**src/rtl/mul_fu_scheduler_pkg.sv**
```systemverilog
// Shared types for the multiply functional-unit scheduler: RV32M funct3 codes,
// multiplier operand-signedness selector, branch tags and the flush-kill rule.
package mul_fu_scheduler_pkg;

   localparam int BR_TAG_W = 4;

   typedef logic [BR_TAG_W-1:0] branch_tag_t;

   typedef enum logic [2:0] {
      F3_MUL    = 3'b000,
      F3_MULH   = 3'b001,
      F3_MULHSU = 3'b010,
      F3_MULHU  = 3'b011
   } mul_funct3_t;

   typedef enum logic [1:0] {
      MUL_UU = 2'b00,
      MUL_SS = 2'b01,
      MUL_SU = 2'b10
   } mul_type_t;

   typedef enum logic [1:0] {
      S_IDLE  = 2'b00,
      S_ISSUE = 2'b01,
      S_WAIT  = 2'b10,
      S_BCAST = 2'b11
   } sched_state_t;

   // MUL only needs the low half, so it runs unsigned like MULHU.
   function automatic mul_type_t funct3_to_mul_type(input logic [2:0] f3);
      case (f3)
         F3_MULH:   return MUL_SS;
         F3_MULHSU: return MUL_SU;
         default:   return MUL_UU;
      endcase
   endfunction

   // The MSB is the tag's sign; the mask test direction flips when the signs differ.
   function automatic logic br_tag_killed(input branch_tag_t tag, input branch_tag_t ftag);
      if (tag[BR_TAG_W-1] == ftag[BR_TAG_W-1])
         return (tag & ftag) == ftag;
      return (tag & ftag) == tag;
   endfunction

endpackage

```
**src/rtl/mul_fu_scheduler_rr_arbiter.sv**
```systemverilog
// Round-robin arbiter: grants the first requester at or after ptr_i (wrapping),
// returning both a one-hot grant and its index. Purely combinational.
module rr_arbiter #(
   parameter int N = 4,
   localparam int IDX_W = (N > 1) ? $clog2(N) : 1
) (
   input  logic [N-1:0]     req_i,
   input  logic [IDX_W-1:0] ptr_i,
   output logic [N-1:0]     gnt_o,
   output logic [IDX_W-1:0] gnt_idx_o,
   output logic             any_o
);

   logic [IDX_W-1:0] cand_idx [N];

   generate
      for (genvar gi = 0; gi < N; gi++) begin : g_cand
         assign cand_idx[gi] = IDX_W'((int'(ptr_i) + gi) % N);
      end
   endgenerate

   // Scan from the farthest candidate back so the nearest one to ptr_i wins.
   always_comb begin
      gnt_idx_o = '0;
      any_o     = 1'b0;
      for (int k = N - 1; k >= 0; k--) begin
         if (req_i[cand_idx[k]]) begin
            gnt_idx_o = cand_idx[k];
            any_o     = 1'b1;
         end
      end
   end

   generate
      for (genvar gi = 0; gi < N; gi++) begin : g_gnt
         assign gnt_o[gi] = any_o && (gnt_idx_o == IDX_W'(gi));
      end
   endgenerate

endmodule

```
**src/rtl/mul_fu_scheduler.sv**
```systemverilog
// Shares one iterative multiplier between NUM_REQ reservation-station ports and
// broadcasts results on the CDB. Optional macro: MUL_SCHED_ZERO_BYPASS_EN.
module mul_fu_scheduler
   import mul_fu_scheduler_pkg::*;
#(
   parameter int NUM_REQ   = 4,
   parameter int ROB_IDX_W = 5
) (
   input  logic                                clk,
   input  logic                                rst,
   input  logic [NUM_REQ-1:0]                  req_valid,
   output logic [NUM_REQ-1:0]                  req_ready,
   input  logic [NUM_REQ-1:0][31:0]            req_a,
   input  logic [NUM_REQ-1:0][31:0]            req_b,
   input  logic [NUM_REQ-1:0][2:0]             req_funct3,
   input  logic [NUM_REQ-1:0][ROB_IDX_W-1:0]   req_rob_idx,
   input  branch_tag_t [NUM_REQ-1:0]           req_br_tag,
   input  logic                                flush,
   input  branch_tag_t                         flush_tag,
   output logic                                mul_start,
   output logic [31:0]                         mul_a,
   output logic [31:0]                         mul_b,
   output logic [1:0]                          mul_type,
   output branch_tag_t                         mul_br_tag,
   input  logic                                mul_done,
   input  logic [63:0]                         mul_p,
   output logic                                mul_result_taken,
   output logic                                cdb_valid,
   input  logic                                cdb_ack,
   output logic [31:0]                         cdb_data,
   output logic [ROB_IDX_W-1:0]                cdb_rob_idx,
   output logic                                fu_busy
);

   localparam int IDX_W = (NUM_REQ > 1) ? $clog2(NUM_REQ) : 1;

   sched_state_t           state_q;
   logic [IDX_W-1:0]       rr_ptr_q;
   logic [IDX_W-1:0]       rr_ptr_d;
   logic [31:0]            a_q;
   logic [31:0]            b_q;
   logic [2:0]             funct3_q;
   logic [ROB_IDX_W-1:0]   rob_q;
   branch_tag_t            tag_q;
   logic [31:0]            result_q;

   logic [NUM_REQ-1:0]     gnt;
   logic [IDX_W-1:0]       gnt_idx;
   logic                   gnt_any;
   logic                   grant_en;
   logic                   kill;

   rr_arbiter #(.N(NUM_REQ)) u_arb (
      .req_i     (req_valid),
      .ptr_i     (rr_ptr_q),
      .gnt_o     (gnt),
      .gnt_idx_o (gnt_idx),
      .any_o     (gnt_any)
   );

   assign grant_en  = (state_q == S_IDLE) && !flush && !rst;
   assign req_ready = grant_en ? gnt : '0;
   assign rr_ptr_d  = (gnt_idx == IDX_W'(NUM_REQ - 1)) ? '0 : gnt_idx + 1'b1;
   assign kill      = flush && (state_q != S_IDLE) && br_tag_killed(tag_q, flush_tag);

   assign mul_start   = (state_q == S_ISSUE) && !kill;
   assign mul_a       = a_q;
   assign mul_b       = b_q;
   assign mul_type    = funct3_to_mul_type(funct3_q);
   assign mul_br_tag  = tag_q;
   assign cdb_valid   = (state_q == S_BCAST) && !kill;
   assign cdb_data    = result_q;
   assign cdb_rob_idx = rob_q;
   assign fu_busy     = (state_q != S_IDLE);

`ifdef MUL_SCHED_ZERO_BYPASS_EN
   logic bypass_q;
   // A bypassed op never touched the multiplier, so there is nothing to release.
   assign mul_result_taken = cdb_valid && cdb_ack && !bypass_q;
`else
   assign mul_result_taken = cdb_valid && cdb_ack;
`endif

   always_ff @(posedge clk) begin
      if (rst) begin
         state_q  <= S_IDLE;
         rr_ptr_q <= '0;
         a_q      <= '0;
         b_q      <= '0;
         funct3_q <= '0;
         rob_q    <= '0;
         tag_q    <= '0;
         result_q <= '0;
`ifdef MUL_SCHED_ZERO_BYPASS_EN
         bypass_q <= 1'b0;
`endif
      end else begin
         case (state_q)
            S_IDLE: begin
               if (grant_en && gnt_any) begin
                  a_q      <= req_a[gnt_idx];
                  b_q      <= req_b[gnt_idx];
                  funct3_q <= req_funct3[gnt_idx];
                  rob_q    <= req_rob_idx[gnt_idx];
                  tag_q    <= req_br_tag[gnt_idx];
                  rr_ptr_q <= rr_ptr_d;
`ifdef MUL_SCHED_ZERO_BYPASS_EN
                  if (req_a[gnt_idx] == '0 || req_b[gnt_idx] == '0) begin
                     state_q  <= S_BCAST;
                     result_q <= '0;
                     bypass_q <= 1'b1;
                  end else begin
                     state_q  <= S_ISSUE;
                     bypass_q <= 1'b0;
                  end
`else
                  state_q <= S_ISSUE;
`endif
               end
            end
            S_ISSUE: state_q <= kill ? S_IDLE : S_WAIT;
            S_WAIT: begin
               if (kill) begin
                  state_q <= S_IDLE;
               end else if (mul_done) begin
                  result_q <= (funct3_q == F3_MUL) ? mul_p[31:0] : mul_p[63:32];
                  state_q  <= S_BCAST;
               end
            end
            S_BCAST: begin
               if (kill || cdb_ack)
                  state_q <= S_IDLE;
            end
            default: state_q <= S_IDLE;
         endcase
      end
   end

endmodule

```
**config.mk**
```make
export PLATFORM = sky130hd
export DESIGN_NAME = mul_fu_scheduler
export DESIGN_NICKNAME = d
export VERILOG_FILES = /design/src/rtl/mul_fu_scheduler_pkg.sv /design/src/rtl/mul_fu_scheduler_rr_arbiter.sv /design/src/rtl/mul_fu_scheduler.sv
export SDC_FILE = /design/constraint.sdc
export NUM_CORES = 1
export LEC_CHECK = 0
export ABC_CLOCK_PERIOD_IN_PS = 10900
export CORE_AREA = 4 4 193 195
export DETAILED_ROUTE_END_ITERATION = 16
export DIE_AREA = 0 0 197 199
export PLACE_DENSITY_LB_ADDON = 0.3
export SYNTH_ARGS = -nofsm -noshare
export SYNTH_HDL_FRONTEND = slang
export SYNTH_SLANG_ARGS = --single-unit
export TNS_END_PERCENT = 50
```
**constraint.sdc**
```tcl
create_clock -name clk -period 10.9 [get_ports clk]
set_input_delay 3.27 -clock clk [delete_from_list [all_inputs] [get_ports clk]]
set_output_delay 3.27 -clock clk [all_outputs]
set_load 0.02 [all_outputs]
```
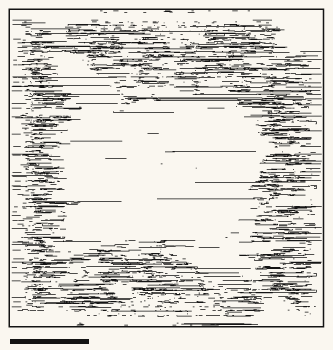
(images/m1.png)
The bar under the picture is 50 microns long.
The longest straight run is 65.5 microns. The wires run mostly horizontal.
vias: 7800
final wirelength: 32900 microns
met1 usage in global routing: 0.181

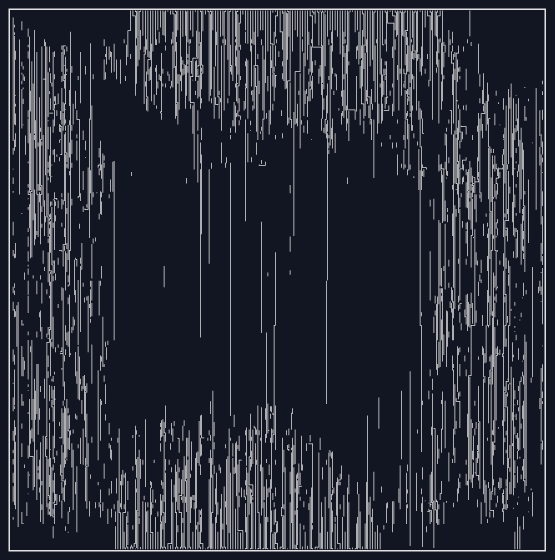
(images/m2.png)
The layer carries 16500 microns of wire. The layer holds 50% of the routed length. The longest straight run is 93.2 microns. 1318 nets have wire on it. The wires run mostly vertical.
met2 global-route usage: 0.279

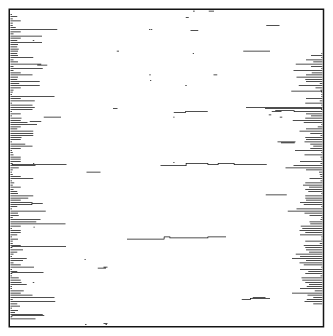
(images/m3.png)
The layer carries 2520 microns of wire. The wires run mostly horizontal. The longest straight run is 47.6 microns. 284 nets have wire on it.
met3 Usage GRT: 0.0439

==> placed cells by master, fill, tap and decap left out, types with 6 or more instances in the layout <==
cell type,instances
a211oi_2,30
a21boi_0,76
a21oi_1,32
and3_1,77
buf_4,11
clkbuf_16,9
clkdlybuf4s50_1,494
dfxtp_1,112
inv_1,7
mux2i_1,108
nand2_1,77
nor2b_1,6
o211ai_1,76
o21ai_0,46
o21ai_1,30
==> cell type report <==
class / instances / area, sq um
inverters: 8 / 32.5
diodes: 2 / 5.00
well taps: 461 / 577
clock inverters: 7 / 76.3
flip-flops and latches: 112 / 2240
multi-input cells: 605 / 4340
repair buffers: 506 / 5030
clock buffers: 9 / 225
fillers: 3705 / 22900
==> results_dict.tcl <==
# collected from the flow reports
set metrics [dict create \
    path_buffers 3 \
    port_buffers 495 \
    dp_slack_ns 1.25 \
    drc 0 \
    critPathMaxFanout 71 \
    outcome "complete, no violations" \
    min_to "mul_a[29]" \
    required_ns 7.63 \
    syn-instance-count 811 \
    wl_met3_microns 2520 \
    instances_no_fill 1710 \
    ys_types 40 \
    p_seq_frac 0.325 \
    antenna_found_initial 1 \
    slowest_delay_ns 0.69 \
    syn_to_final_growth_pct 79.9 \
    critPathLaunch "req_valid[2]" \
    r2r-end "cdb_rob_idx[0]" \
    drive_gt1_frac 0.0553 \
    top_cell "dfxtp_1" \
    critPathCaptureType "output port" \
    die_w_microns 197 \
    warnings 29 \
    synth_top_area_share 0.322 \
    period_used_share 0.880 \
    setup_violations 0 \
    hold_path.startpoint "mul_a[29]" \
    busiest_layer "met2" \
    rsz0062_at_grt "false" \
    pg_clk_mw 0.360 \
    fmax_ghz 0.104 \
    first_pass_iters 4 \
    finalInstanceArea_sq_mm 0.0125 \
    tritoncts.num_buffers 9 \
    simple_gate_area_frac 0.143 \
    syn_area_sq_mm 0.00697 \
    placed_cell_area_sq_mm 0.0122 \
    p_comb_frac 0.444 \
    ys_sh_xor 0 \
]
